$ cat config.mk
export PLATFORM = sky130hd
export DESIGN_NAME = alu_decode_exec_flat
export DESIGN_NICKNAME = d
export VERILOG_FILES = /design/src/rtl/alu_decode_exec_if.sv /design/src/rtl/alu_decode_exec.sv /design/src/flat_wrapper.sv
export SDC_FILE = /design/constraint.sdc
export NUM_CORES = 1
export LEC_CHECK = 0
export CELL_PAD_IN_SITES_DETAIL_PLACEMENT = 1
export CELL_PAD_IN_SITES_GLOBAL_PLACEMENT = 1
export CORE_UTILIZATION = 35
export DETAILED_ROUTE_END_ITERATION = 8
export DONT_BUFFER_PORTS = 1
export PLACE_DENSITY = 0.64
export RECOVER_POWER = 25
export SKIP_CTS_REPAIR_TIMING = 1
export SLEW_MARGIN = 20
export SYNTH_ARGS = -nofsm -noshare
export SYNTH_HDL_FRONTEND = slang
export SYNTH_SLANG_ARGS = --single-unit
export TNS_END_PERCENT = 10
$ cat constraint.sdc
create_clock -name clk -period 8.75 [get_ports clk]
set_input_delay 1.3125 -clock clk [delete_from_list [all_inputs] [get_ports clk]]
set_output_delay 1.3125 -clock clk [all_outputs]
set_load 0.005 [all_outputs]
$ cat src/rtl/alu_decode_exec_if.sv
// Request/result bundle between an ALU decode/execute block and its neighbours.
// Carries the valid/ready request side and the valid/ready result side.
// slave = the ALU block, master = the producer/consumer around it.
interface alu_decode_exec_if #(
    parameter int XLEN = 32
);
    logic            in_valid;
    logic            in_ready;
    logic [1:0]      alu_op;
    logic [2:0]      funct3;
    logic            funct7_5;
    logic [XLEN-1:0] op_a;
    logic [XLEN-1:0] op_b;
    logic            out_valid;
    logic            out_ready;
    logic [3:0]      out_ctrl;
    logic [XLEN-1:0] out_result;
    logic            out_zero;
    logic            out_illegal;

    modport slave (
        input  in_valid, alu_op, funct3, funct7_5, op_a, op_b, out_ready,
        output in_ready, out_valid, out_ctrl, out_result, out_zero, out_illegal
    );

    modport master (
        output in_valid, alu_op, funct3, funct7_5, op_a, op_b, out_ready,
        input  in_ready, out_valid, out_ctrl, out_result, out_zero, out_illegal
    );
endinterface

$ cat src/rtl/alu_decode_exec.sv
// ALU control decode (ALUop/funct3/funct7_5) followed by execute, two register stages.
// Latency: 2 cycles from request accept to registered result, one request per cycle.
// Backpressure: out_ready low holds S2; S1 then fills and in_ready drops after two accepts.
module alu_decode_exec #(
    parameter int XLEN     = 32,
    parameter bit SHIFT_EN = 1'b1
) (
    input logic              clk,
    input logic              res,
    alu_decode_exec_if.slave bus
);
    localparam int SHW = $clog2(XLEN);

    localparam logic [3:0] CTRL_AND  = 4'b0000;
    localparam logic [3:0] CTRL_OR   = 4'b0001;
    localparam logic [3:0] CTRL_ADD  = 4'b0010;
    localparam logic [3:0] CTRL_XOR  = 4'b0011;
    localparam logic [3:0] CTRL_SLL  = 4'b0100;
    localparam logic [3:0] CTRL_SRL  = 4'b0101;
    localparam logic [3:0] CTRL_SUB  = 4'b0110;
    localparam logic [3:0] CTRL_SRA  = 4'b0111;
    localparam logic [3:0] CTRL_SLT  = 4'b1000;
    localparam logic [3:0] CTRL_SLTU = 4'b1001;

    typedef struct packed {
        logic [3:0]      ctrl;
        logic            illegal;
        logic [XLEN-1:0] a;
        logic [XLEN-1:0] b;
    } s1_t;

    // stage state
    logic            s1_vld;
    s1_t             s1_q;
    logic            s2_vld;
    logic [3:0]      s2_ctrl;
    logic [XLEN-1:0] s2_result;
    logic            s2_zero;
    logic            s2_illegal;

    // decode / execute nets
    logic [3:0]      dec_ctrl;
    logic            dec_illegal;
    logic            dec_shift;
    logic [XLEN-1:0] exe_result;
    logic [SHW-1:0]  shamt;
    logic            lt_s;
    logic            lt_u;

    logic            in_acc;
    logic            s2_load;

    // S2 accepts from S1 when empty or draining this cycle; S1 frees up when it advances
    assign s2_load      = s1_vld && (!s2_vld || bus.out_ready);
    assign bus.in_ready = !s1_vld || s2_load;
    assign in_acc       = bus.in_valid && bus.in_ready;

    assign bus.out_valid   = s2_vld;
    assign bus.out_ctrl    = s2_ctrl;
    assign bus.out_result  = s2_result;
    assign bus.out_zero    = s2_zero;
    assign bus.out_illegal = s2_illegal;

    // Control decode: R-type uses funct7_5 for SUB/SRA, I-type only for SRAI
    always_comb begin
        dec_ctrl    = CTRL_ADD;
        dec_illegal = 1'b0;
        dec_shift   = 1'b0;
        unique case (bus.alu_op)
            2'b00: dec_ctrl = CTRL_ADD;
            2'b01: dec_ctrl = CTRL_SUB;
            default: begin
                unique case (bus.funct3)
                    3'b000: dec_ctrl = (bus.alu_op == 2'b10 && bus.funct7_5) ? CTRL_SUB : CTRL_ADD;
                    3'b001: begin
                        dec_ctrl  = CTRL_SLL;
                        dec_shift = 1'b1;
                    end
                    3'b010: dec_ctrl = CTRL_SLT;
                    3'b011: dec_ctrl = CTRL_SLTU;
                    3'b100: dec_ctrl = CTRL_XOR;
                    3'b101: begin
                        dec_ctrl  = bus.funct7_5 ? CTRL_SRA : CTRL_SRL;
                        dec_shift = 1'b1;
                    end
                    3'b110: dec_ctrl = CTRL_OR;
                    default: dec_ctrl = CTRL_AND;
                endcase
                // R-type only has alternate encodings for ADD/SUB and SRL/SRA
                if (bus.alu_op == 2'b10 && bus.funct7_5 &&
                    bus.funct3 != 3'b000 && bus.funct3 != 3'b101) begin
                    dec_illegal = 1'b1;
                end
            end
        endcase
        if (dec_shift && !SHIFT_EN) begin
            dec_illegal = 1'b1;
        end
        // illegal requests report ADD so downstream sees a benign opcode
        if (dec_illegal) begin
            dec_ctrl = CTRL_ADD;
        end
    end

    assign shamt = s1_q.b[SHW-1:0];
    assign lt_s  = $signed(s1_q.a) < $signed(s1_q.b);
    assign lt_u  = s1_q.a < s1_q.b;

    // Execute on the S1 operands; illegal requests are forced to a zero result
    always_comb begin
        exe_result = '0;
        unique case (s1_q.ctrl)
            CTRL_AND:  exe_result = s1_q.a & s1_q.b;
            CTRL_OR:   exe_result = s1_q.a | s1_q.b;
            CTRL_ADD:  exe_result = s1_q.a + s1_q.b;
            CTRL_XOR:  exe_result = s1_q.a ^ s1_q.b;
            CTRL_SLL:  exe_result = s1_q.a << shamt;
            CTRL_SRL:  exe_result = s1_q.a >> shamt;
            CTRL_SUB:  exe_result = s1_q.a - s1_q.b;
            CTRL_SRA:  exe_result = $unsigned($signed(s1_q.a) >>> shamt);
            CTRL_SLT:  exe_result = {{(XLEN-1){1'b0}}, lt_s};
            CTRL_SLTU: exe_result = {{(XLEN-1){1'b0}}, lt_u};
            default:   exe_result = '0;
        endcase
        if (s1_q.illegal) begin
            exe_result = '0;
        end
    end

    // S1: capture decoded request; valid drops only when it advances with nothing behind it
    always_ff @(posedge clk) begin
        if (res) begin
            s1_vld <= 1'b0;
            s1_q   <= '0;
        end else if (in_acc) begin
            s1_vld       <= 1'b1;
            s1_q.ctrl    <= dec_ctrl;
            s1_q.illegal <= dec_illegal;
            s1_q.a       <= bus.op_a;
            s1_q.b       <= bus.op_b;
        end else if (s2_load) begin
            s1_vld <= 1'b0;
        end
    end

    // S2: register the executed result; hold everything while stalled
    always_ff @(posedge clk) begin
        if (res) begin
            s2_vld     <= 1'b0;
            s2_ctrl    <= '0;
            s2_result  <= '0;
            s2_zero    <= 1'b0;
            s2_illegal <= 1'b0;
        end else if (s2_load) begin
            s2_vld     <= 1'b1;
            s2_ctrl    <= s1_q.ctrl;
            s2_result  <= exe_result;
            s2_zero    <= (exe_result == '0);
            s2_illegal <= s1_q.illegal;
        end else if (bus.out_ready) begin
            s2_vld <= 1'b0;
        end
    end
endmodule
$ cat src/flat_wrapper.sv
// flat-port wrapper written by rule: the top's interface ports become plain ports
module alu_decode_exec_flat 
#(
    parameter int XLEN     = 32,
    parameter bit SHIFT_EN = 1'b1
)
  (clk, res, bus_in_valid, bus_alu_op, bus_funct3, bus_funct7_5, bus_op_a, bus_op_b, bus_out_ready, bus_in_ready, bus_out_valid, bus_out_ctrl, bus_out_result, bus_out_zero, bus_out_illegal);
  alu_decode_exec_if #(.XLEN(XLEN)) bus_i ();
  input logic clk;
  input logic res;
  input wire logic [$bits(bus_i.in_valid)-1:0] bus_in_valid;
  input wire logic [$bits(bus_i.alu_op)-1:0] bus_alu_op;
  input wire logic [$bits(bus_i.funct3)-1:0] bus_funct3;
  input wire logic [$bits(bus_i.funct7_5)-1:0] bus_funct7_5;
  input wire logic [$bits(bus_i.op_a)-1:0] bus_op_a;
  input wire logic [$bits(bus_i.op_b)-1:0] bus_op_b;
  input wire logic [$bits(bus_i.out_ready)-1:0] bus_out_ready;
  output wire logic [$bits(bus_i.in_ready)-1:0] bus_in_ready;
  output wire logic [$bits(bus_i.out_valid)-1:0] bus_out_valid;
  output wire logic [$bits(bus_i.out_ctrl)-1:0] bus_out_ctrl;
  output wire logic [$bits(bus_i.out_result)-1:0] bus_out_result;
  output wire logic [$bits(bus_i.out_zero)-1:0] bus_out_zero;
  output wire logic [$bits(bus_i.out_illegal)-1:0] bus_out_illegal;
  assign bus_i.in_valid = bus_in_valid;
  assign bus_i.alu_op = bus_alu_op;
  assign bus_i.funct3 = bus_funct3;
  assign bus_i.funct7_5 = bus_funct7_5;
  assign bus_i.op_a = bus_op_a;
  assign bus_i.op_b = bus_op_b;
  assign bus_i.out_ready = bus_out_ready;
  assign bus_in_ready = bus_i.in_ready;
  assign bus_out_valid = bus_i.out_valid;
  assign bus_out_ctrl = bus_i.out_ctrl;
  assign bus_out_result = bus_i.out_result;
  assign bus_out_zero = bus_i.out_zero;
  assign bus_out_illegal = bus_i.out_illegal;
  alu_decode_exec #(.XLEN(XLEN), .SHIFT_EN(SHIFT_EN)) u_core (.clk(clk), .res(res), .bus(bus_i));
endmodule
Run 1, wiring heat map:
The die is cut into 40 by 40 equal tiles; black is low, pale yellow is high, scaled to the fullest tile. Values are wire area over tile area, all layers added.
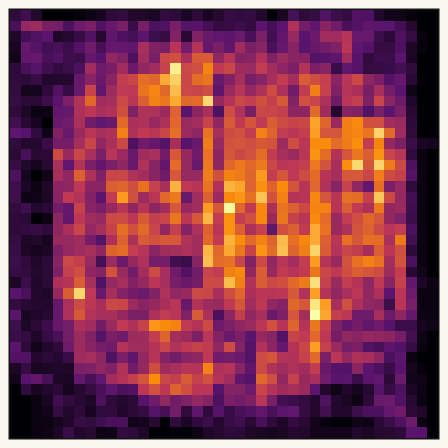
densest ninth of the die: center
mean over tiles: 0.32
fullest tile: 0.88

Run 1, cell placement:
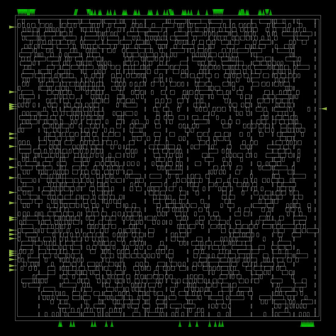
Layout Utilization: 0.3731
placement row count: 71
Fillers: 4796

Run 1, sequential cells colored by netlist name:
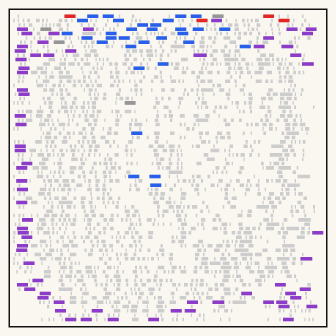
[u_core.bus.out_ctrl] red | sequential cells: 4
[u_core.s1_q] purple | sequential cells: 69 | where: spread over the die
[u_core.bus.out_result] blue | sequential cells: 32

## run 1: cell usage in the layout (no fill, tap or decap), types with 36 or more instances in the layout
cell type  count
o21ai_0       85
a21oi_1      229
inv_1        102
ha_1         101
dfxtp_1      104
nor3_1        44
nor2_1       164
buf_4         36
nand2_1      310
mux2i_1       77
## run 1: metal layers
layer  vias to the layer above  track usage  share of wire
li1                       6840            -              -
met1                      7831       0.5094           0.43
met2                       831       0.5823           0.44
met3                       177      0.06545          0.087
met4                         0       0.1743          0.048
met5                         -            0              0
## run 1: cell type report
cell class	count	share of cell area
multi-input combinational	1571	0.7310
inverter	107	0.02844
sequential	109	0.1552
timing repair buffer	36	0.01914
clock buffer	9	0.01595
tap	511	0.04528
clock inverter	7	0.005051
==> flow_summary.toml, run 1 <==
# generated from flow reports
[logic_synthesis]
synth_flops = 109
synth_top_area_share = 0.1616
avgSynthCellArea_um2 = 6.995
synthArstFlopShare = 0
ys_sh_mux = 0.1155
synth-main-ff-cell = "dfxtp_1"
synth.most_common_cell = "nand2_1"
synthAdderAreaFrac = 0.09657
ys_seq_share = 0.1616
synth-edff-count = 0
synth_area_um2 = 13500
xor_share = 0.01622
ys_types = 91
top_area_cell = "dfxtp_1"
ys_cells = 1930

[global_routing]
grt_pass1_vias = 14990
grt_pass1_wl_um = 107100

[die]
core_util_floorplan = 0.3567
die_x_um = 198.4

[pwr]
p_sw_mw = 0.8280
peakVddDrop_v = 0.00009538
seqPwrFrac = 0.322
p_int_mw = 0.9726
p_leak_nw = 5.147

[timing]
fin_crit_sh = 0.6748
finalHoldViolCount = 0
skew_ns = 0.02112
tightestPinTransition_ns = 1.041

[finish]
antennaDiodeCount = 0
nets = 2011
stdcell_area_um2 = 14120

[critical_path]
crit_start = "u_core.s1_q[1]"
startpoint_type = "flop"
r2r_cells = 14
rrSetupSlack_ns = 2.85
crit_path_end = "u_core.bus.out_zero"
r2r_start = "u_core.s1_q[1]"

[cts]
cts_tree = "yes"
clk_pin_slew_ns = 0.09
clock-sinks = 109

[run_status]
outcome = "finished, final reports clean"

[route]
detail_route.first_pass.iterations = 5

[placement]
place_ws_ns = 3.071
place_area_um2 = 13820
==> run 1 -> run 2 <==
--- a/config.mk
+++ b/config.mk
@@ -10,7 +10,7 @@
 export CORE_UTILIZATION = 35
 export DETAILED_ROUTE_END_ITERATION = 8
 export DONT_BUFFER_PORTS = 1
-export PLACE_DENSITY = 0.64
+export PLACE_DENSITY = 0.67
 export RECOVER_POWER = 25
 export SKIP_CTS_REPAIR_TIMING = 1
 export SLEW_MARGIN = 20
==> constraint.sdc (replaced) <==
create_clock -name clk -period 5.32 [get_ports clk]
set_input_delay 0.798 -clock clk [delete_from_list [all_inputs] [get_ports clk]]
set_output_delay 0.798 -clock clk [all_outputs]
set_load 0.005 [all_outputs]
==> run 2 against run 1 <==
  * Synthesized cell count is the same
  * Largest cell class unchanged
  * Clock-buffer cell count grew 2
  * Fmax grew 18%
  * Setup slack lost 2.5 ns
  * Clock skew grew 0.00088 ns
  * Global-route usage grew 1.1 points
  * Critical path depth is the same
  * Final area grew 5.0%
  * Hold slack lost 0.015 ns
  * Via count grew 2.2%
  * Sequential share of layout area shrank 0.73 points
  * Critical endpoint unchanged
  * Largest power group unchanged
  * First-iteration DRC count grew 0.69%
==> flow_summary.toml, run 2 <==
# generated from flow reports
[finish]
n_fill_cell = 4839
clkbuf_count = 11
nets = 2094
most-common-layout-cells = "nand2_1 (310), a21oi_1 (228), nor2_1 (164)"
final-clk-cell-share = 0.02085
seq_share = 0.1478
layout.cells.most_common = "nand2_1"
antennaDiodeCount = 4
comb_share = 0.6976
comb_cells = 1571
final_util = 0.3916
flops = 109

[timing]
tightestPinTransition_ns = 1.157
fin_crit_sh = 0.9406

[critical_path]
r2r_cells = 14
startpoint_type = "flop"
crit_start = "u_core.s1_q[0]"
r2r_start = "u_core.s1_q[0]"

[logic_synthesis]
ys_types = 91
top_area_cell = "dfxtp_1"
avgSynthCellArea_um2 = 6.995
synthAdderAreaFrac = 0.09657
synth_area_um2 = 13500
ys_sh_mux = 0.1155
synth-edff-count = 0
xor_share = 0.01622
synth_top_area_share = 0.1616
synth.most_common_cell = "nand2_1"
synthArstFlopShare = 0

[global_routing]
grt_pass1_wl_um = 109400
grt.met1_usage = 0.5092
busiest_layer = "met2"
grt_pass1_vias = 15360
grt_util_met3 = 0.08613

[cts]
clock-sinks = 109
cts_tree = "yes"
clk_pin_slew_ns = 0.09

[pwr]
p_sw_mw = 1.382
seqPwrFrac = 0.299
p_int_mw = 1.713
peakVddDrop_v = 0.0001880

[die]
rows = 71
die_x_um = 198.4
taps = 511

[route]
detail_route.first_pass.iterations = 7

[run_status]
outcome = "finished, final reports clean"
-- run 2: metal layers --
layer,wire length [um],vias up
li1,-,7006
met1,32020,7929
met2,32670,858
met3,6982,228
met4,4900,8
met5,48,-
-- run 2: critical path, cell delays in order, from the launching register on --
cell and delay, ns:
dfxtp_4 0.39, ha_1 0.28, fa_1 0.45, a211oi_1 0.42, o31ai_2 0.18, xnor2_1 0.16
a221oi_1 0.26, o311a_1 0.36, o21ai_1 0.15, or4_1 0.61, nor4_1 0.47, o2111ai_1 0.17
or3_1 0.33, or4_1 0.46, o31ai_1 0.24
-- run 2: through the flow --
stage	setup slack [ns]	instance area, um2
final	0.3161	14820
after global routing	0.1465	14810
after CTS	0.3226	14790
after detailed placement	0.3886	14490
after global placement	0.4154	14490
after floorplan	0.4860	13500
Run 2, wiring heat map:
The die is cut into 40 by 40 equal tiles; black is low, pale yellow is high, scaled to the fullest tile. Values are wire area over tile area, all layers added.
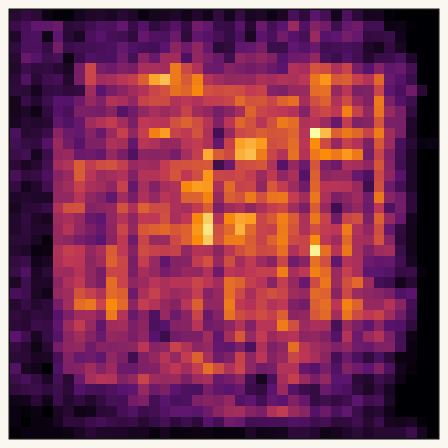
densest ninth of the die: center
nearly empty tiles: 6.1%
mean over tiles: 0.33
fullest tile: 1.0
tiles over half the peak: 22%

Run 2, metal 3:
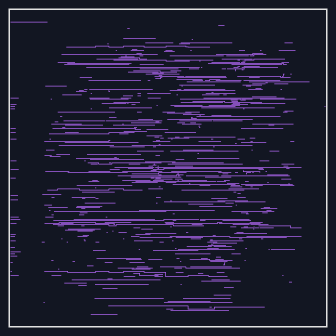
wire length on this layer: 6980 um
share of all routed wire: 9.1%
main direction: horizontal
nets with wire on the layer: 306

==> run 2 -> run 3 <==
--- a/config.mk
+++ b/config.mk
@@ -7,6 +7,7 @@
 export LEC_CHECK = 0
 export CELL_PAD_IN_SITES_DETAIL_PLACEMENT = 1
 export CELL_PAD_IN_SITES_GLOBAL_PLACEMENT = 1
+export CORE_ASPECT_RATIO = 2
 export CORE_UTILIZATION = 35
 export DETAILED_ROUTE_END_ITERATION = 8
 export DONT_BUFFER_PORTS = 1
==> run 3 against run 2 <==
  * Sequential power shrank 0.4%
  * Via count fell by 1.2%
  * Core utilization decreased by 0.56 points
  * Clock skew is essentially flat
  * Critical path depth unchanged
  * Die size up 0.12%
  * Register-to-register slack better by 0.03 ns
  * First-iteration DRC count is 36% lower
  * Critical path type unchanged
  * Largest cell class unchanged
  * Highest routed layer unchanged
==> flow_summary.toml, run 3 <==
# generated from flow reports
[run_status]
outcome = "finished, final reports clean"

[finish]
layout.cells.most_common = "nand2_1"
bufAreaShareNonClock = 0.05590
seq_share = 0.1492
nets = 2081
inv_count = 107
most-common-layout-cells = "nand2_1 (310), a21oi_1 (228), nor2_1 (164)"
comb_share = 0.7031
final_util = 0.3860

[route]
detail_route.first_pass.iterations = 5

[logic_synthesis]
synth_top_area_share = 0.1616
avgSynthCellArea_um2 = 6.995
synth-edff-count = 0
ys_types = 91
synth_flops = 109
synthAdderAreaFrac = 0.09657
synth.most_common_cell = "nand2_1"
ys_seq_share = 0.1616
ys_cells = 1930
top_area_cell = "dfxtp_1"

[timing]
tightestPinTransition_ns = 1.225
skew_ns = 0.02173

[critical_path]
crit_start = "u_core.s1_q[36]"
cp.buffers_inverters = 2
startpoint_type = "flop"
cp.depth = 14
r2r_start = "u_core.s1_q[36]"
cpPeakStageDelay_ns = 0.89
path_delay_family = "AND-OR/OR-AND gates"
path_cells = "inv_1, ha_1, inv_1, a21oi_1, a21boi_0, o31ai_1, a21oi_1, and4_1, a2111oi_0, a211oi_1, nor4_2, nand4b_1, or4_1, o31ai_1"

[cts]
clk_pin_slew_ns = 0.08

[die]
core_util_floorplan = 0.3549
taps = 515
die_x_um = 140.9

[global_routing]
grt_pass1_vias = 16520
grt_pass1_wl_um = 112500
## run 3: where the power goes
| group | switching [mW] | internal, mW |
|---|---|---|
| Combinational | 0.936 | 0.461 |
| Sequential | 0.0637 | 0.858 |
| Clock | 0.385 | 0.340 |
| Total | 1.38 | 1.66 |
## run 3: through the flow
step | instances | hold WS [ns] | setup slack, ns
CTS | 2424 | 0.4561 | 0.5151
global route | 2424 | 0.4699 | 0.1283
detailed placement | 2408 | 0.4595 | 0.5519
finish | 2427 | 0.4688 | 0.3442
floorplan | 1930 | 0.4527 | 0.4860
global placement | 2408 | 0.4548 | 0.5603
## run 3: layer usage
metal / GRT usage / share of wire
met4: 0.3679 / 0.11
met1: 0.3856 / 0.34
met3: 0.1021 / 0.070
met2: 0.6857 / 0.48
met5: 0 / 0.00053
Run 3, sequential cells colored by netlist name:
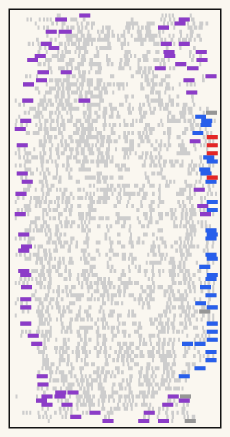
[u_core.bus.out_result] blue | sequential cells: 32
[u_core.bus.out_ctrl] red | sequential cells: 4
[u_core.s1_q] purple | sequential cells: 69 | where: spread over the die
not colored: 4

Run 3, wiring heat map:
The die is cut into 14 by 28 equal tiles; black is low, pale yellow is high, scaled to the fullest tile. Values are wire area over tile area, all layers added.
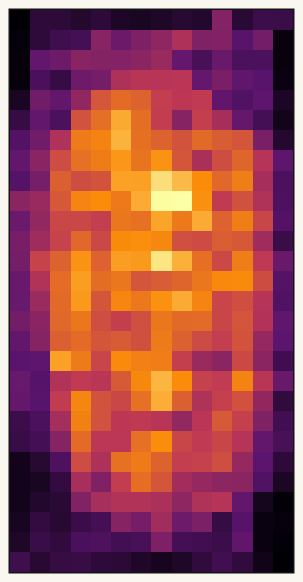
tiles over half the peak: 43%
densest ninth of the die: center
fullest tile: 0.80
nearly empty tiles: 2.3%
mean over tiles: 0.34

Power is estimated from default activity; no workload was simulated.
